Design ring_osc_meter, sky130hd; sources not shown.
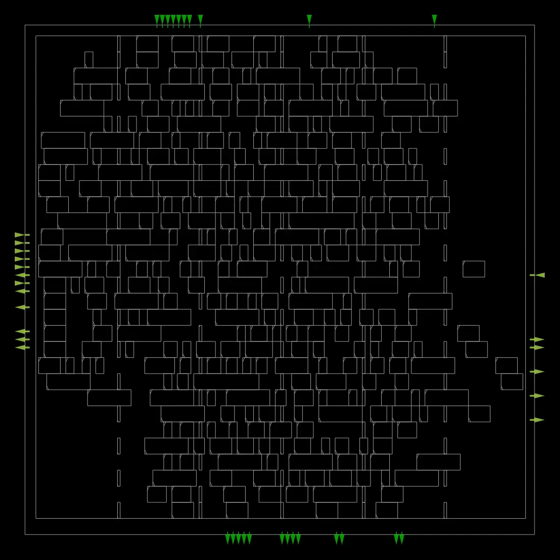
Figure 1: run 1, cell outlines without signal wires.
fillcell total: 805
flop share of the area: 0.308
core box area: 6760 um2
final cell count without fillers: 400
# rows: 30

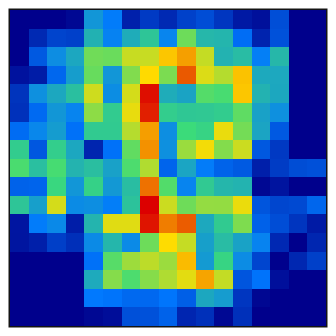
Figure 2: run 1, signal metal coverage by tile.
The die is cut into 17 by 17 equal tiles; dark blue is low, red is high, scaled to the fullest tile. Values are wire area over tile area, all layers added.
- nearly empty tiles: 19%
- fullest tile: 0.43
- emptiest ninth of the die: south-west
routed via count: 2180
DRT Wirelength: 6460 um

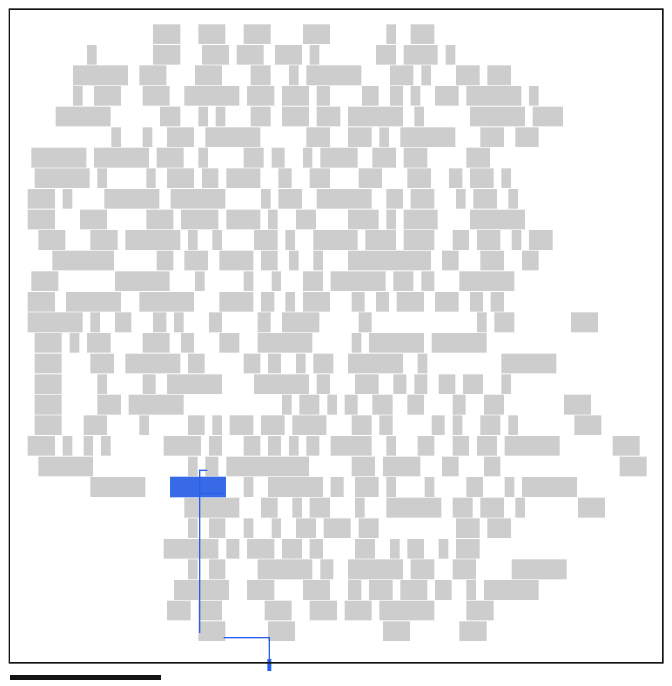
Figure 3: run 1, I/O nets highlighted.
Scale bar: 20 um.
- `overflow`: blue (direction output; edge south; end cells 1; buffers 1; wire 34.4 um)
PortBufs: 40
top-level port count: 41

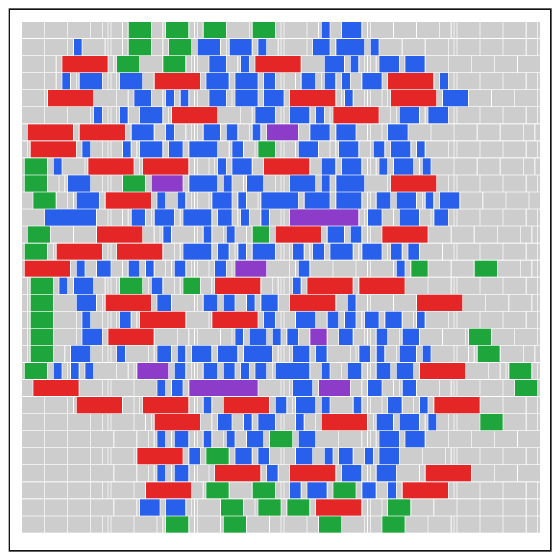
Figure 4: run 1, cells colored by class.
Fill, decap, tap and diode cells in gray.
- all other logic: blue (cells 221; share of their area 49%)
- flip-flops: red (cells 47; share of their area 32%)
- other buffers and delay cells: green (cells 44; share of their area 15%)
- clock drivers and dummy loads: purple (cells 8; share of their area 4.6%)
fin util: 0.452
Final Cell Area: 3050 um2

==> results_slide.txt, run 1 <==
Key Metrics from the Run

Timing
  – Final Setup Violations: 0
  – Max-slew violation count: 0
  – Min Hold Slack: 0.414 ns
  – Post-route setup slack: 0.792 ns

Global routing
  – Vias in the first global route: 2122
  – Initial antenna violation count: 0
  – GRT Residual Overflow: 0
  – Global-route wire length before repair: 10600 um
  – Met3 GRT Util: 0.0385
  – Largest net degree at the start of global routing: 31
  – GR peak layer: met2

Floorplanning
  – Initial Util: 0.358
  – Die Y-Extent: 86.2 um

Synthesis
  – Yosys cell count: 276
  – Synth Cell Area: 2420 um2
  – Adder share: 0.0362
  – Synth Area in Compound Gates: 0.182
  – Post-synth top area cell: dfxtp_1
  – Post-Syn Area per Cell: 8.77 um2
  – Dominant cell area share: 0.389
  – FFs w/ async S/R, synth: 0
  – Post-synth net total: 300
  – Dominant combinational family: simple AND/OR/NAND/NOR gates
  – Warnings from Yosys: 0
  – Flip-flops with a built-in enable: 0
  – Synthesized netlist cell count: 276
  – Main flop type: dfxtp_1

Layout
  – Diodes inserted: 0
  – Layout cells sized above 1: 0.0656
  – Clock Network Area Fraction: 0.0447
  – Area Overhead vs Synth: 26.2%
  – Comb gates: 206

Clock tree
  – CTS buffer count: 5
  – Setup repair bufs after CTS: 0
  – Worst-Skew Late Latency: 0.31 ns
  – CTS tree: done
  – H-tree depth: 2

Pwr
  – PwrDens: 725 nW/um2
  – Seq group: 0.706 mW
  – Clock power share: 0.227
  – Sw frac: 0.383
  – P_clk: 0.503 mW
  – Cell internal pwr: 1.37 mW
  – Comb group: 1.00 mW
  – Leak: 1.08 nW
  – Top pwr grp: combinational logic
  – Total Power: 2.21 mW

Setup path
  – CP endpoint kind: flip-flop
  – Slowest stage delay, CP: 0.59 ns
  – Top fanout value on the critical path: 7
  – Worst path slowest cell: clkdlybuf4s50_1
  – Setup slack, reg-to-reg: 0.92 ns
  – CP required: 3.52 ns
  – Worst endpoint data arrival time: 2.73 ns

Routing
  – M1 WL: 3110 um
  – Routed vias/inst: 5.45
  – Routed wire per std cell: 16.1 um
  – Violation tally from detailed-route iteration zero: 77
  – Met2 WL: 3070 um

Flow run
  – Tool warnings: 29
  – Maxcap violations: 0

Run status
  – Status: finished clean

Placed design
  – Placed cell count: 392
==> run 1: Yosys cell counts, types with 2 or more instances <==
library cell and n:
nand3_1 9, o31ai_1 2, nand2b_1 2, and3_1 3, nor3_1 7, nor2b_1 3
clkbuf_1 5, o21a_1 3, nand2_1 22, dfxtp_1 47, inv_1 15, a21oi_1 11
or2_2 2, xnor2_1 14, o21ai_1 2, and2_1 4, nand4_1 4, nor2_1 34
nor3b_1 2, o211ai_1 5, o32ai_1 5, o22a_1 6, or4_1 6, buf_2 2
mux2i_1 12, ha_1 7, xor2_1 6, nor4_1 3, a32oi_1 4, o21ai_0 5
a2111oi_0 2, o221a_1 2
Figure 5. Floorplan with the power grid (run 1).
Scale bar: 20 um. Pins as bars on the die edge. Tap cells in gray.
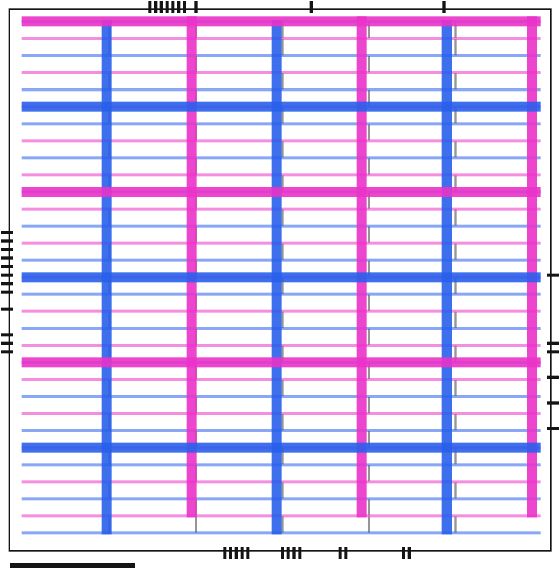

==> run 2, diff against run 1 <==
--- a/config.mk
+++ b/config.mk
@@ -12,7 +12,7 @@
 export CTS_CLUSTER_DIAMETER = 60
 export CTS_CLUSTER_SIZE = 20
 export DETAILED_ROUTE_END_ITERATION = 6
-export PLACE_DENSITY = 0.8
+export PLACE_DENSITY = 0.83
 export SLEW_MARGIN = 20
 export SYNTH_ARGS = -nofsm -noshare
 export SYNTH_HDL_FRONTEND = slang
==> constraint.sdc (replaced) <==
create_clock -name clk -period 2.1 [get_ports clk]
set_clock_uncertainty 0.05 [all_clocks]
set_input_delay 0.42 -clock clk [delete_from_list [all_inputs] [get_ports clk]]
set_output_delay 0.42 -clock clk [all_outputs]
set_load 0.01 [all_outputs]
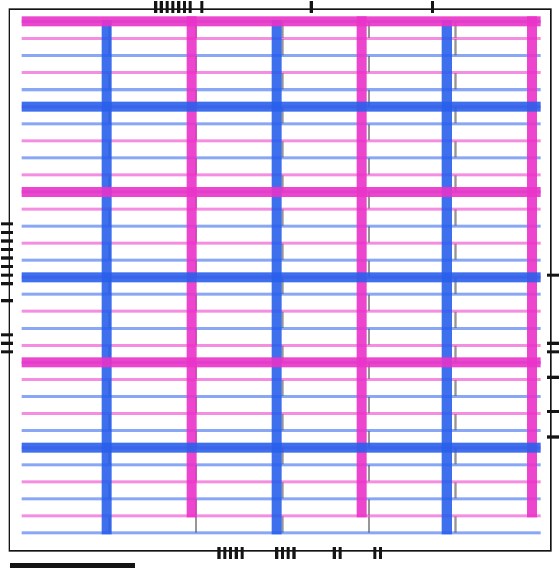
Figure 6: run 2, floorplan with the power grid.
Scale bar: 20 um. Pins as bars on the die edge. Tap cells in gray.
- VDD: magenta
- VSS: blue
- signal pins: 41
- met4 straps: 6
Peak VDD IR: 0.500 mV
Die Width: 86.2 um

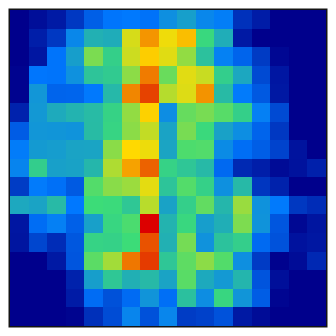
Figure 7: run 2, signal metal coverage by tile.
The die is cut into 17 by 17 equal tiles; dark blue is low, red is high, scaled to the fullest tile. Values are wire area over tile area, all layers added.
- emptiest ninth of the die: north-east
- nearly empty tiles: 17%
- fullest tile: 0.59
- mean over tiles: 0.18
- densest ninth of the die: north
- tiles over half the peak: 19%
Routed wire per std cell: 19.7 um
routed via count: 2485

==> run 2 against run 1 <==
Against the previous run:
- non-clock buffer count is 39 higher
- critical path type is now reg2reg
- die size unchanged
- synthesized area stayed put
- combinational power grew 120%
==> results_slide.txt, run 2 <==
Key Metrics from the Run

Run status
  – Status: finished clean

Timing
  – Least-Margin Pin Slew: 0.455 ns
  – Fmax achieved: 480 MHz
  – Crit share post-route: 0.991
  – Sum Neg Setup Slack: 0 ns
  – Fin crit period: 2.08 ns
  – Max-slew violation count: 0
  – Hold Vio Cnt, Final: 0
  – Post-route setup slack: 0.0179 ns
  – RSZ-0062 raised after global routing: true
  – Max_slew headroom: 0.694
  – Final Setup Violations: 0
  – Min Hold Slack: 0.388 ns

Pwr
  – Seq group: 1.13 mW
  – Top pwr grp: combinational logic
  – PwrDens: 1150 nW/um2
  – Comb group: 2.20 mW
  – Total Power: 3.95 mW
  – Switching power: 1.63 mW
  – Clock power share: 0.156
  – Comb power frac: 0.557
  – Sw frac: 0.412
  – Cell internal pwr: 2.32 mW
  – P_clk: 0.616 mW
  – Sequential Power Share: 0.287
  – Leak: 1.33 nW

Synthesis
  – MUX area fraction: 0.0589
  – Synth unique cells: 52
  – Yosys xor share: 0.0724
  – Dominant combinational family: simple AND/OR/NAND/NOR gates
  – And+or+nand+nor area frac: 0.225
  – FFs w/ async S/R, synth: 0
  – Synthesized netlist cell count: 276
  – Post-synth net total: 300
  – Post-synth top area cell: dfxtp_1
  – Most frequent cells after synthesis: 47 x dfxtp_1, 34 x nor2_1, 22 x nand2_1, 15 x inv_1, 14 x xnor2_1
  – Seq share, synth: 0.389
  – Registers, synthesis: 47
  – Post-Syn Area per Cell: 8.77 um2
  – Most common cell in the netlist: dfxtp_1
  – Flip-flops with a built-in enable: 0
  – Adder share: 0.0362
  – Dominant cell area share: 0.389
  – Post-synthesis chip area from yosys: 2420 um2
  – Warnings from Yosys: 0
  – Main flop type: dfxtp_1
  – Synth Cell Area: 2420 um2
  – Yosys cell count: 276
  – Synth Area in Compound Gates: 0.182
  – Top cells by area: dfxtp_1 39%, nor2_1 5.3%, xnor2_1 5.1%, mux2i_1 5.0%, ha_1 3.6%

Setup path
  – Worst path slowest cell: or4_4
  – Top fanout value on the critical path: 8
  – Worst endpoint data arrival time: 2.24 ns
  – CP endpoint kind: flip-flop
  – Reg2Reg Depth: 5
  – CP Buf/Inv Count: 0
  – Setup slack, reg-to-reg: 0.02 ns
  – WP depth: 5
  – Cell family with most CP delay: simple AND/OR/NAND/NOR gates
  – Crit Path Class: reg2reg
  – CP required: 2.26 ns
  – Worst setup SP type: flip-flop
  – Cell Chain, Critical Path: or4_4, or3_4, a21oi_4, o22ai_2, a41o_1
  – Slowest stage delay, CP: 0.58 ns

Routing
  – DRT Wirelength: 8630 um
  – Violation tally from detailed-route iteration zero: 106
  – DRC violations left: 0
  – Uppermost layer routed: met4
  – M1 WL: 3810 um
  – Met2 WL: 4390 um
  – Post-DRT Antenna Nets: 0
  – Router iterations before antenna repair: 4
  – Routed vias/inst: 5.66
  – Met3 WL post-DR: 239 um

Floorplanning
  – Core box area: 6760 um2
  – # rows: 30
  – Initial Util: 0.358
  – Die Size: 7420 um2
  – Top-level port count: 41

Layout
  – # nets final: 382
  – Area Overhead vs Synth: 42.4%
  – Final cell count without fillers: 439
  – Most frequent logic cell in the layout: dfxtp_1
  – Layout cells sized above 1: 0.217
  – Area occupied by multi-input gates: 1490 um2
  – Flop area: 947 um2
  – Max reg flops: 16
  – Final Cell Area: 3450 um2
  – Top logic cells by instance count in the layout: 44 x dfxtp_1, 42 x buf_4, 34 x clkdlybuf4s50_1, 33 x nor2_1, 21 x nand2_1
  – Diodes inserted: 0

Placed design
  – DP HPWL: 5680 um
  – GP Congestion: 0.835
  – Place WS: -0.401 ns
  – PortBufs: 40
  – Placed cell count: 427
  – Placed cell area: 3190 um2

Global routing
  – GR Util All Layers: 0.224
  – Met3 GRT Util: 0.0356
  – Global-route wire length before repair: 13000 um
  – Initial antenna violation count: 0
  – Largest net degree at the start of global routing: 31
  – Vias in the first global route: 2569
  – GR Util met2: 0.396
  – GR peak layer: met2
  – GRT Residual Overflow: 0
  – Grt met1 use: 0.281

Flow run
  – Tool warnings: 31
  – Maxcap violations: 0

Min path
  – Hold path depth: 3
  – Hold crit path type: in2reg

Clock tree
  – CTS Hold Bufs: 0
  – CTS buffer count: 5
  – CTS root buffer: clkbuf_8
  – Worst-Skew Late Latency: 0.31 ns
  – Clock transition at path regs: 0.09 ns
  – Clk buf depth: 2
  – H-tree depth: 2
  – CTS sink count: 47
  – CTS tree: done
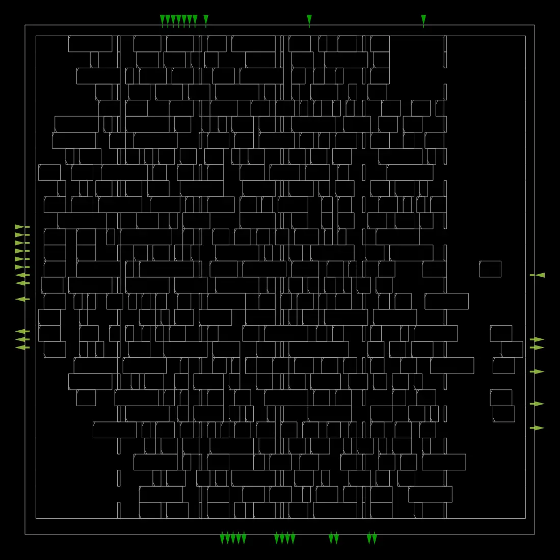
Figure 8: run 2, cell outlines without signal wires.
fillcell total: 785
fin util: 0.510
flop share of the area: 0.275

[run 2: netlist changes by cell type in the layout (fill, tap and decap cells not counted), sizes merged]
| cell | before | now |
|---|---|---|
| buf | 4 | 43 |
| bufinv | 2 | 0 |
| clkbuf | 5 | 8 |
| clkdlybuf4s50 | 40 | 34 |
| clkinvlp | 1 | 0 |
| dlymetal6s2s | 0 | 6 |
[run 2: repair_timing]
| item | in CTS | in global routing |
|---|---|---|
| gates resized | 11 | 21 |
| pin swaps | 2 | 13 |
| setup buffers | 1 | 3 |
| setup endpoints to repair | 15 | 24 |
| cloned | 0 | 0 |
[run 2: cell type report]
class / instances / area share
multi-input combinational: 206 / 0.433
clock buffer: 8 / 0.0290
timing repair buffer: 83 / 0.218
inverter: 15 / 0.0163
sequential: 47 / 0.275
tap: 80 / 0.0290
Power is estimated from default activity; no workload was simulated.
